**src/rtl/round_sat.sv**
```systemverilog
// Width reduction after the growth adder: round by SHIFT LSBs, saturate to DW bits, 2-stage valid/ready pipe.
// Define ROUND_CONVERGENT_EN for round-half-to-even; the default build rounds half-up.
module round_sat #(
  parameter int SIGN_BIT = 1,
  parameter int INT_BIT  = 6,
  parameter int FLT_BIT  = 6,
  parameter int GROW_BIT = 1,
  parameter int SHIFT    = 1,
  parameter int CNT_W    = 16,
  localparam int DW      = SIGN_BIT + INT_BIT + FLT_BIT,
  localparam int IW      = DW + GROW_BIT
) (
  input  logic             clk,
  input  logic             rst,
  input  logic [IW-1:0]    din,
  input  logic             din_valid,
  output logic             din_ready,
  output logic [DW-1:0]    dout,
  output logic             dout_valid,
  input  logic             dout_ready,
  output logic             sat_flag,
  output logic [CNT_W-1:0] sat_cnt,
  input  logic             sat_clr
);

  localparam int RW = IW + 1 - SHIFT;
  localparam int CW = ((RW > DW) ? RW : DW) + 1;

  localparam logic [IW:0] HALF = {{IW{1'b0}}, 1'b1} << (SHIFT - 1);
  localparam logic signed [CW-1:0] SAT_MAX = {{(CW-DW+1){1'b0}}, {(DW-1){1'b1}}};
  localparam logic signed [CW-1:0] SAT_MIN = {{(CW-DW+1){1'b1}}, {(DW-1){1'b0}}};

  logic          s1_valid_q, s1_valid_d;
  logic [RW-1:0] s1_data_q, s1_data_d;
  logic          dout_valid_q, dout_valid_d;
  logic [DW-1:0] dout_q, dout_d;
  logic          sat_flag_q, sat_flag_d;
  logic [CNT_W-1:0] sat_cnt_q, sat_cnt_d;

  logic adv1, adv2;
  logic [IW:0] din_ext, round_add, round_sum;
  logic signed [CW-1:0] r_ext;
  logic sat_hi, sat_lo, sat_evt, s2_load;
  logic unused_round_bits;

  assign adv2      = !dout_valid_q || dout_ready;
  assign adv1      = !s1_valid_q || adv2;
  assign din_ready = adv1;
  assign s2_load   = s1_valid_q && adv2;

  // One guard bit above the input keeps max positive + half from wrapping.
  assign din_ext = {din[IW-1], din};

`ifdef ROUND_CONVERGENT_EN
  // Adding (half - 1) plus the kept LSB rounds ties toward the even result.
  assign round_add = (HALF - {{IW{1'b0}}, 1'b1}) + {{IW{1'b0}}, din[SHIFT]};
`else
  assign round_add = HALF;
`endif

  assign round_sum = din_ext + round_add;
  assign unused_round_bits = ^round_sum[SHIFT-1:0];

  assign r_ext  = {{(CW-RW){s1_data_q[RW-1]}}, s1_data_q};
  assign sat_hi = r_ext > SAT_MAX;
  assign sat_lo = r_ext < SAT_MIN;
  assign sat_evt = s2_load && (sat_hi || sat_lo);

  always_comb begin
    s1_valid_d   = s1_valid_q;
    s1_data_d    = s1_data_q;
    dout_valid_d = dout_valid_q;
    dout_d       = dout_q;
    sat_flag_d   = sat_flag_q;
    sat_cnt_d    = sat_cnt_q;

    if (adv1) begin
      s1_valid_d = din_valid;
      if (din_valid) begin
        s1_data_d = round_sum[IW:SHIFT];
      end
    end

    if (adv2) begin
      dout_valid_d = s1_valid_q;
      if (s1_valid_q) begin
        if (sat_hi) begin
          dout_d = SAT_MAX[DW-1:0];
        end else if (sat_lo) begin
          dout_d = SAT_MIN[DW-1:0];
        end else begin
          dout_d = r_ext[DW-1:0];
        end
      end
    end

    // Clear wins over a coincident saturation, which is then not counted.
    if (sat_clr) begin
      sat_flag_d = 1'b0;
      sat_cnt_d  = '0;
    end else if (sat_evt) begin
      sat_flag_d = 1'b1;
      if (sat_cnt_q != {CNT_W{1'b1}}) begin
        sat_cnt_d = sat_cnt_q + {{(CNT_W-1){1'b0}}, 1'b1};
      end
    end
  end

  always_ff @(posedge clk or posedge rst) begin
    if (rst) begin
      s1_valid_q   <= 1'b0;
      s1_data_q    <= '0;
      dout_valid_q <= 1'b0;
      dout_q       <= '0;
      sat_flag_q   <= 1'b0;
      sat_cnt_q    <= '0;
    end else begin
      s1_valid_q   <= s1_valid_d;
      s1_data_q    <= s1_data_d;
      dout_valid_q <= dout_valid_d;
      dout_q       <= dout_d;
      sat_flag_q   <= sat_flag_d;
      sat_cnt_q    <= sat_cnt_d;
    end
  end

  assign dout       = dout_q;
  assign dout_valid = dout_valid_q;
  assign sat_flag   = sat_flag_q;
  assign sat_cnt    = sat_cnt_q;

endmodule

```
**config.mk**
```make
export PLATFORM = sky130hd
export DESIGN_NAME = round_sat
export DESIGN_NICKNAME = d
export VERILOG_FILES = /design/src/rtl/round_sat.sv
export SDC_FILE = /design/constraint.sdc
export NUM_CORES = 1
export LEC_CHECK = 0
export ABC_AREA = 1
export CAP_MARGIN = 0
export CORE_MARGIN = 1
export CORE_UTILIZATION = 46
export DETAILED_ROUTE_END_ITERATION = 8
export GPL_TIMING_DRIVEN = 0
export PLACE_DENSITY = 0.87
export SLEW_MARGIN = 5
export SYNTH_ARGS = -nofsm -noshare
export SYNTH_HDL_FRONTEND = slang
export SYNTH_SLANG_ARGS = --single-unit
```
**constraint.sdc**
```tcl
create_clock -name clk -period 1.66 [get_ports clk]
set_clock_uncertainty 0.15 [all_clocks]
set_input_delay 0.332 -clock clk [delete_from_list [all_inputs] [get_ports clk]]
set_output_delay 0.332 -clock clk [all_outputs]
set_load 0.05 [all_outputs]
```
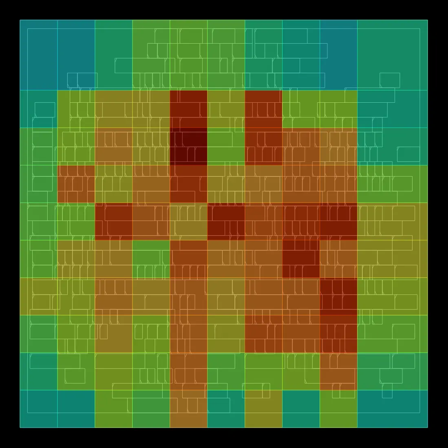
(run_1/congestion.png)
global-route total usage across every layer: 23.7%
layer with the highest usage: met2
met2 usage: 43.0%
GR Layer Usage met3: 4.55%

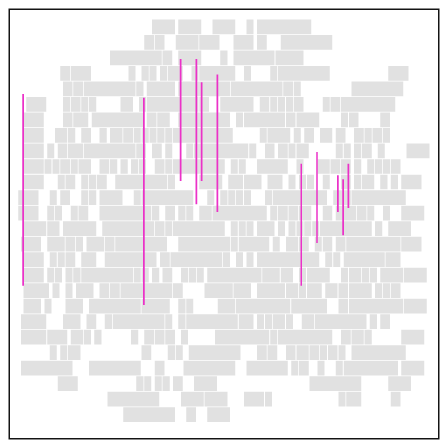
(run_1/layer_met4.png)
Cells faint in the background.
longest straight run = 36.0 um
wire length on this layer = 216 um
main direction = vertical
share of all routed wire = 3.3%
nets with wire on the layer = 11
Post-Route WL: 6.64 mm
vias: 2523

==> design notes, run 1 <==
The flow ran to the end, but the final reports show violations. The checks that failed: setup timing. The final count of negative-setup-slack endpoints was 1; the fraction of area in registers was 33.7%.

The synthesis log from Yosys contains 0 warnings. The sequential cells in the finished layout cover a total of 1170 um^2. The tools report the post-CTS repair timing setup buffer count as 0.

Dividing total power by cell area gives a power density of 1040 nW/um^2. The number of remaining DRC errors came out at 0. Clock-pin slew was measured on the worst setup and hold paths at 90 ps.

The final report lists a non-filler cell total of 468. The report lists the cells along the critical path as nand2_1 > nor2_1 > nand2_1 > xor2_1 > nor2_1 > nand2_1 > nand2_1. RePlAce ended its routability-driven mode at a weighted congestion of 0.854.

The cell with the biggest individual delay on the critical path was sky130_fd_sc_hd__dfrtp_2. In this design, the critical path's most frequently occurring cell is sky130_fd_sc_hd__nand2_1. The average cell area after synthesis is 7.48 um^2. The tools report the sum of met2 wire segment lengths after detailed routing as 3.51 mm.

The OpenROAD warning count came out at 28. The layout sequential cell count was 46; the area fraction of clock buffers and clock inverters was 3.14%. The run gives 26 for the layout inverter count without the clock tree. The highest metal layer used by the detailed router is met4.

Entering global routing, the biggest net connects 32 pins. For the smallest setup slack after layout, the log shows -9.72 ps. After synthesis, the largest family of logic cells by area is simple AND/OR/NAND/NOR gates. The run gives 0 for the antenna diode instance count.

The final standard cell area without fillers came out at 3470 um^2. TritonRoute output was used to compute an average wire per cell of 14.2 um. The first global-routing pass estimated 9.86 mm of wire. The cell sitting at the root of the clock tree is a sky130_fd_sc_hd__clkbuf_8. The layout has 416 filler cells. The cell family contributing the most delay on the critical path is simple AND/OR/NAND/NOR gates. The overall power consumption is 3600 uW. Summing the areas of all compound-gate instances in the mapped netlist gives 9.03% of the synthesized area. The initial antenna violation count came out at 0.

The cell-mix breakdown from Yosys lists the simple-gate area share as 34.3%. The per-cell via count in the routed design is 5.39. The logs give 76.3% for the remaining max-slew budget at the tightest pin and 0 for the count of final hold-check violations. The HPWL after detailed placement is 4.32 mm. Startpoint-to-endpoint class of the critical path: reg2reg. According to the timing report, the data required time at the worst endpoint equals 1710 ps. The final hold slack was 148 ps. Among all stages on the critical path, the maximum delay recorded is 470 ps. The buffer share of cell area works out to 20.1%.
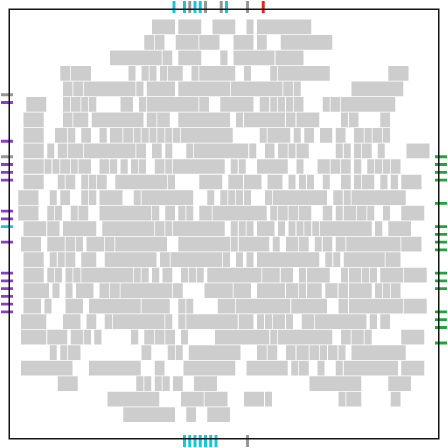
(run_1/io_placement.png)
Pins as bars across the die edge, other pins in gray.
purple -> din  # pins 14, direction input, edge left
cyan -> dout  # pins 13, direction output, edge 7 bottom, 5 top, 1 left
red -> sat_flag  # pins 1, direction output, edge top
green -> sat_cnt  # pins 16, direction output, edge right
all pins by edge = 17 left, 16 right, 10 top, 8 bottom
number of port buffers: 50
height of the chip: 75.0 um
die width: 75.0 um

==> run 1: synth_stat cells, drive strengths merged <==
cell,instances,share of area (%)
a21oi,2,0.41
a31o,1,0.36
a31oi,1,0.26
buf,4,1.3
clkbuf,4,0.61
dfrtp,46,47
ha,2,1.0
inv,26,4.0
nand2,116,18
nand3,30,6.3
nand3b,1,0.82
nand4,8,2.0
nor2,33,5.2
nor3,3,0.61
o21ai,37,7.7
o31ai,1,0.31
or2,5,1.3
xnor2,2,0.71
xor2,6,2.1
==> run 1: how the worst max path moves through the flow <==
stage / from / end / slack [ps] / depth (start not counted)
after floorplan: sat_cnt[8]$_DFFE_PP0P_ / sat_cnt[6]$_DFFE_PP0P_ / -90 / 7
after global placement: rst / dout_valid$_DFFE_PP0P_ / -900 / 2
after detailed placement: din[0] / s1_data_q[13]$_DFFE_PP0P_ / -630 / 7
after CTS: sat_cnt[0]$_DFFE_PP0P_ / sat_cnt[6]$_DFFE_PP0P_ / -100 / 9
after global routing: sat_cnt[2]$_DFFE_PP0P_ / sat_cnt[5]$_DFFE_PP0P_ / -110 / 7
final: sat_cnt[2]$_DFFE_PP0P_ / sat_cnt[5]$_DFFE_PP0P_ / -10 / 7
==> run 1: report_power, final <==
part	switching [uW]	leakage [uW]	internal (uW)
clock	399	0.0000579	444
combinational	886	0.000985	411
sequential	147	0.000568	1310
==> run 1: flip-flops by register name (all words and copies together) (netlist names) <==
signal,cells
s1_valid_q,1
sat_flag,1
s1_data_q,14
sat_cnt,16
dout_valid,1
dout,13
==> run 1: through the flow <==
step,setup TNS [ps],worst slack (ps)
floorplan,-1020,-88.5
global placement,-50770,-900
detailed placement,-17020,-628
CTS,-659,-101
global route,-458,-108
finish,-9.72,-9.72
==> run_1/clk_routes.png <==
Bar = 20 um.
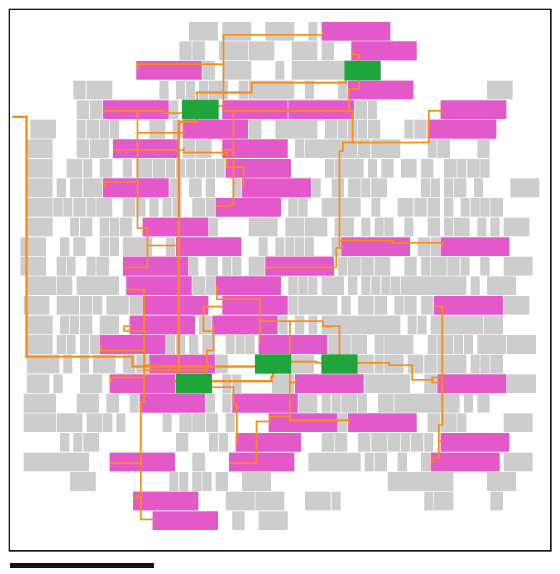

==> run 2, diff against run 1 <==
--- a/config.mk
+++ b/config.mk
@@ -5,7 +5,7 @@
 export SDC_FILE = /design/constraint.sdc
 export NUM_CORES = 1
 export LEC_CHECK = 0
-export ABC_AREA = 1
+export ABC_AREA = 0
 export CAP_MARGIN = 0
 export CORE_MARGIN = 1
 export CORE_UTILIZATION = 46
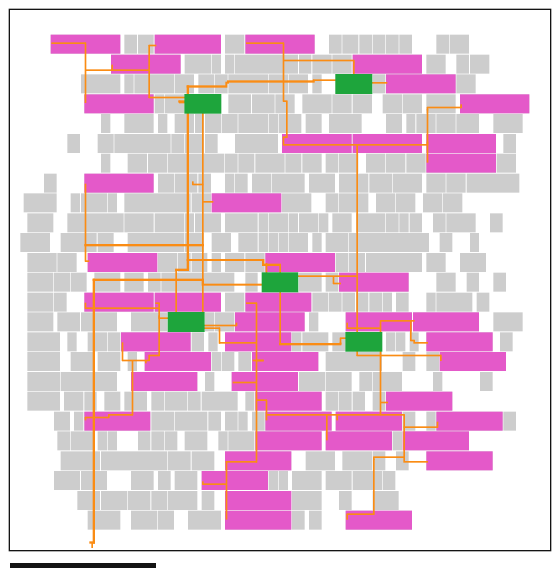
(run_2/clk_routes.png)
Bar = 20 um.
orange -> clock wires  # length 579 um
magenta -> flip-flops  # count 46
green -> clock drivers  # count 5
routed clock nets = 6
clock latency reported for the late side of the worst-skew pair: 310 ps
power share of the clock group: 26.7%
power consumed by the clock network: 871 uW

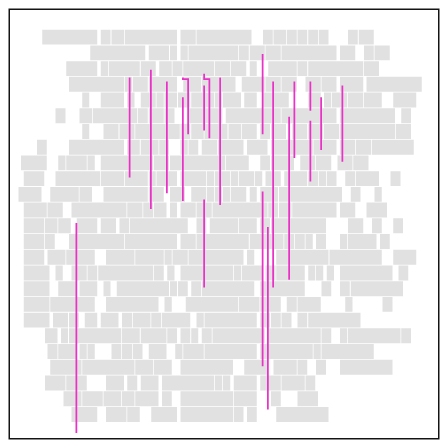
(run_2/layer_met4.png)
Cells faint in the background.
share of all routed wire = 4.8%
longest straight run = 36.0 um
wire length on this layer = 368 um
main direction = vertical
nets with wire on the layer = 20
vias: 2475
Post-Route WL: 7.65 mm

==> run 2 against run 1 <==
The run still ends with setup timing left. Sequential power is 5% lower. Critical path depth is 2 lower. Global-route usage is 2.7 points higher. Area after synthesis is 2.7% lower. Register-to-register slack worse by 330 ps. Synthesized cell count is 25% lower. Utilization is 7.7 points higher. Final area is 5.6% higher. First-iteration DRC count is 2.7% higher. Critical path type unchanged. Via count is 1.9% lower. Wire length is 15% higher. Count of clock-buffer cells in the layout stayed put.
==> design notes, run 2 <==
The total track usage was 26.4% (was 23.7%); the number of remaining DRC errors was 0 (unchanged). Synth top area cells: sky130_fd_sc_hd__dfrtp_1 (48%), sky130_fd_sc_hd__o21ai_0 (5.7%), sky130_fd_sc_hd__nand2_1 (4.9%) (was sky130_fd_sc_hd__dfrtp_1 (47%), sky130_fd_sc_hd__nand2_1 (18%), sky130_fd_sc_hd__nand3_1 (5.9%)). The top cell type by instance count after synthesis was sky130_fd_sc_hd__dfrtp_1 (was sky130_fd_sc_hd__nand2_1). The post-CTS repair timing setup buffer count was 35 (was 0); the simple-gate area share of the yosys netlist was 22.4% (was 34.3%). Most instantiated cells after synthesis: sky130_fd_sc_hd__dfrtp_1 (46), sky130_fd_sc_hd__nand2_1 (31), sky130_fd_sc_hd__o21ai_0 (27) (was sky130_fd_sc_hd__nand2_1 (115), sky130_fd_sc_hd__dfrtp_1 (46), sky130_fd_sc_hd__nor2_1 (32)).

The count of library flops with an enable pin is 0 (unchanged), and the weighted congestion reported at the end of routability-driven placement is 0.866 (was 0.854). The run gives 0 (unchanged) as the antenna diode instance count. The flow ran to the end, but the final reports show violations. The average cell area after synthesis was 9.67 um^2 (was 7.48 um^2). The cell with the biggest individual delay on the critical path is sky130_fd_sc_hd__dfrtp_2 (unchanged). The per-cell via count in the routed design works out to 5.94 (was 5.39).

Failing checks: setup timing (unchanged). Smallest setup slack after layout: -337 ps (was -9.72 ps). The run gives 16 (was 1) as the final count of negative-setup-slack endpoints. The delay of the slowest critical-path stage came out at 450 ps (was 470 ps). The most area-hungry cell type in the Yosys netlist was sky130_fd_sc_hd__dfrtp_1 (unchanged). The worst endpoint required time is 1730 ps (was 1710 ps), and the count of final hold-check violations is 0 (unchanged). Crit-path cells: xor2_4 > nand4_1 > buf_4 > or4_4 > a221oi_2 (was nand2_1 > nor2_1 > nand2_1 > xor2_1 > nor2_1 > nand2_1 > nand2_1). Setup slack at placement: -694 ps (was -628 ps). The run gives 74.1 um (was 75.0 um) for the die outline height. The primary flip-flop cell chosen by synthesis mapping is sky130_fd_sc_hd__dfrtp_1 (unchanged). For the placed wire-length estimate after detailed placement, the log shows 4.09 mm (was 4.32 mm).

The power per cell area is 888 nW/um^2 (was 1040 nW/um^2), and the proportion of netlist area held by the largest area contributor is 48.2% (was 46.9%). With the remaining max-slew budget at the tightest pin at 68.4% (was 76.3%), the global-route wire length before repair is 10.8 mm (was 9.86 mm).
[run 2: worst paths after layout]
check	start	end	slack (ps)	cells after the start
worst min-delay path	rst	sat_cnt[7]$_DFFE_PP0P_	110	2
worst min register to register	dout[6]$_DFFE_PP0P_	dout[6]$_DFFE_PP0P_	340	2
min in group clk	dout_ready	dout_valid$_DFFE_PP0P_	210	3
worst max-delay path	s1_data_q[13]$_DFFE_PP0P_	sat_cnt[14]$_DFFE_PP0P_	-340	5
worst max register to register	s1_data_q[13]$_DFFE_PP0P_	sat_cnt[14]$_DFFE_PP0P_	-340	5
max in group asynchronous	rst	s1_data_q[13]$_DFFE_PP0P_	760	3
[run 2: power by group]
| group | internal (uW) | total (uW) | switching [uW] |
|---|---|---|---|
| combinational | 333 | 1010 | 675 |
| sequential | 1270 | 1380 | 105 |
| clock | 452 | 871 | 419 |
[run 2: cells by family (layout without fill, tap and decap cells)]
family,after synthesis,count (layout)
fa+ha+maj,7,7
buf+inv,22,125
flops,46,46
compound gates,50,50
mux,11,11
xor+xnor,13,13
simple gates,98,98
[run 2: area by class of cell]
type | instances | area [um^2]
multi-input cells | 179 | 1400
fillers | 302 | 1180
flip-flops and latches | 46 | 1170
repair buffers | 97 | 774
well taps | 67 | 83.8
plain buffers | 8 | 78.8
clock buffers | 5 | 68.8
inverters | 12 | 45.0
clock inverters | 3 | 43.8
[run 2: per-layer routing]
layer	global-route usage (%)	vias to the layer above	wire length, um
li1	-	1098	-
met1	33.7	1198	3030
met2	43.2	137	3750
met3	6.64	42	500
met4	10.3	0	367
met5	0	-	0
[run 2: stage by stage]
step | hold slack (ps) | cells | power [uW]
after floorplan | 290 | 247 | 2040
after global placement | 314 | 364 | 2360
after detailed placement | 325 | 365 | 2400
after CTS | 123 | 408 | 3250
after global routing | 135 | 417 | 3390
final | 107 | 417 | 3260
No activity file was given, so power comes from the tool's default toggle rates.
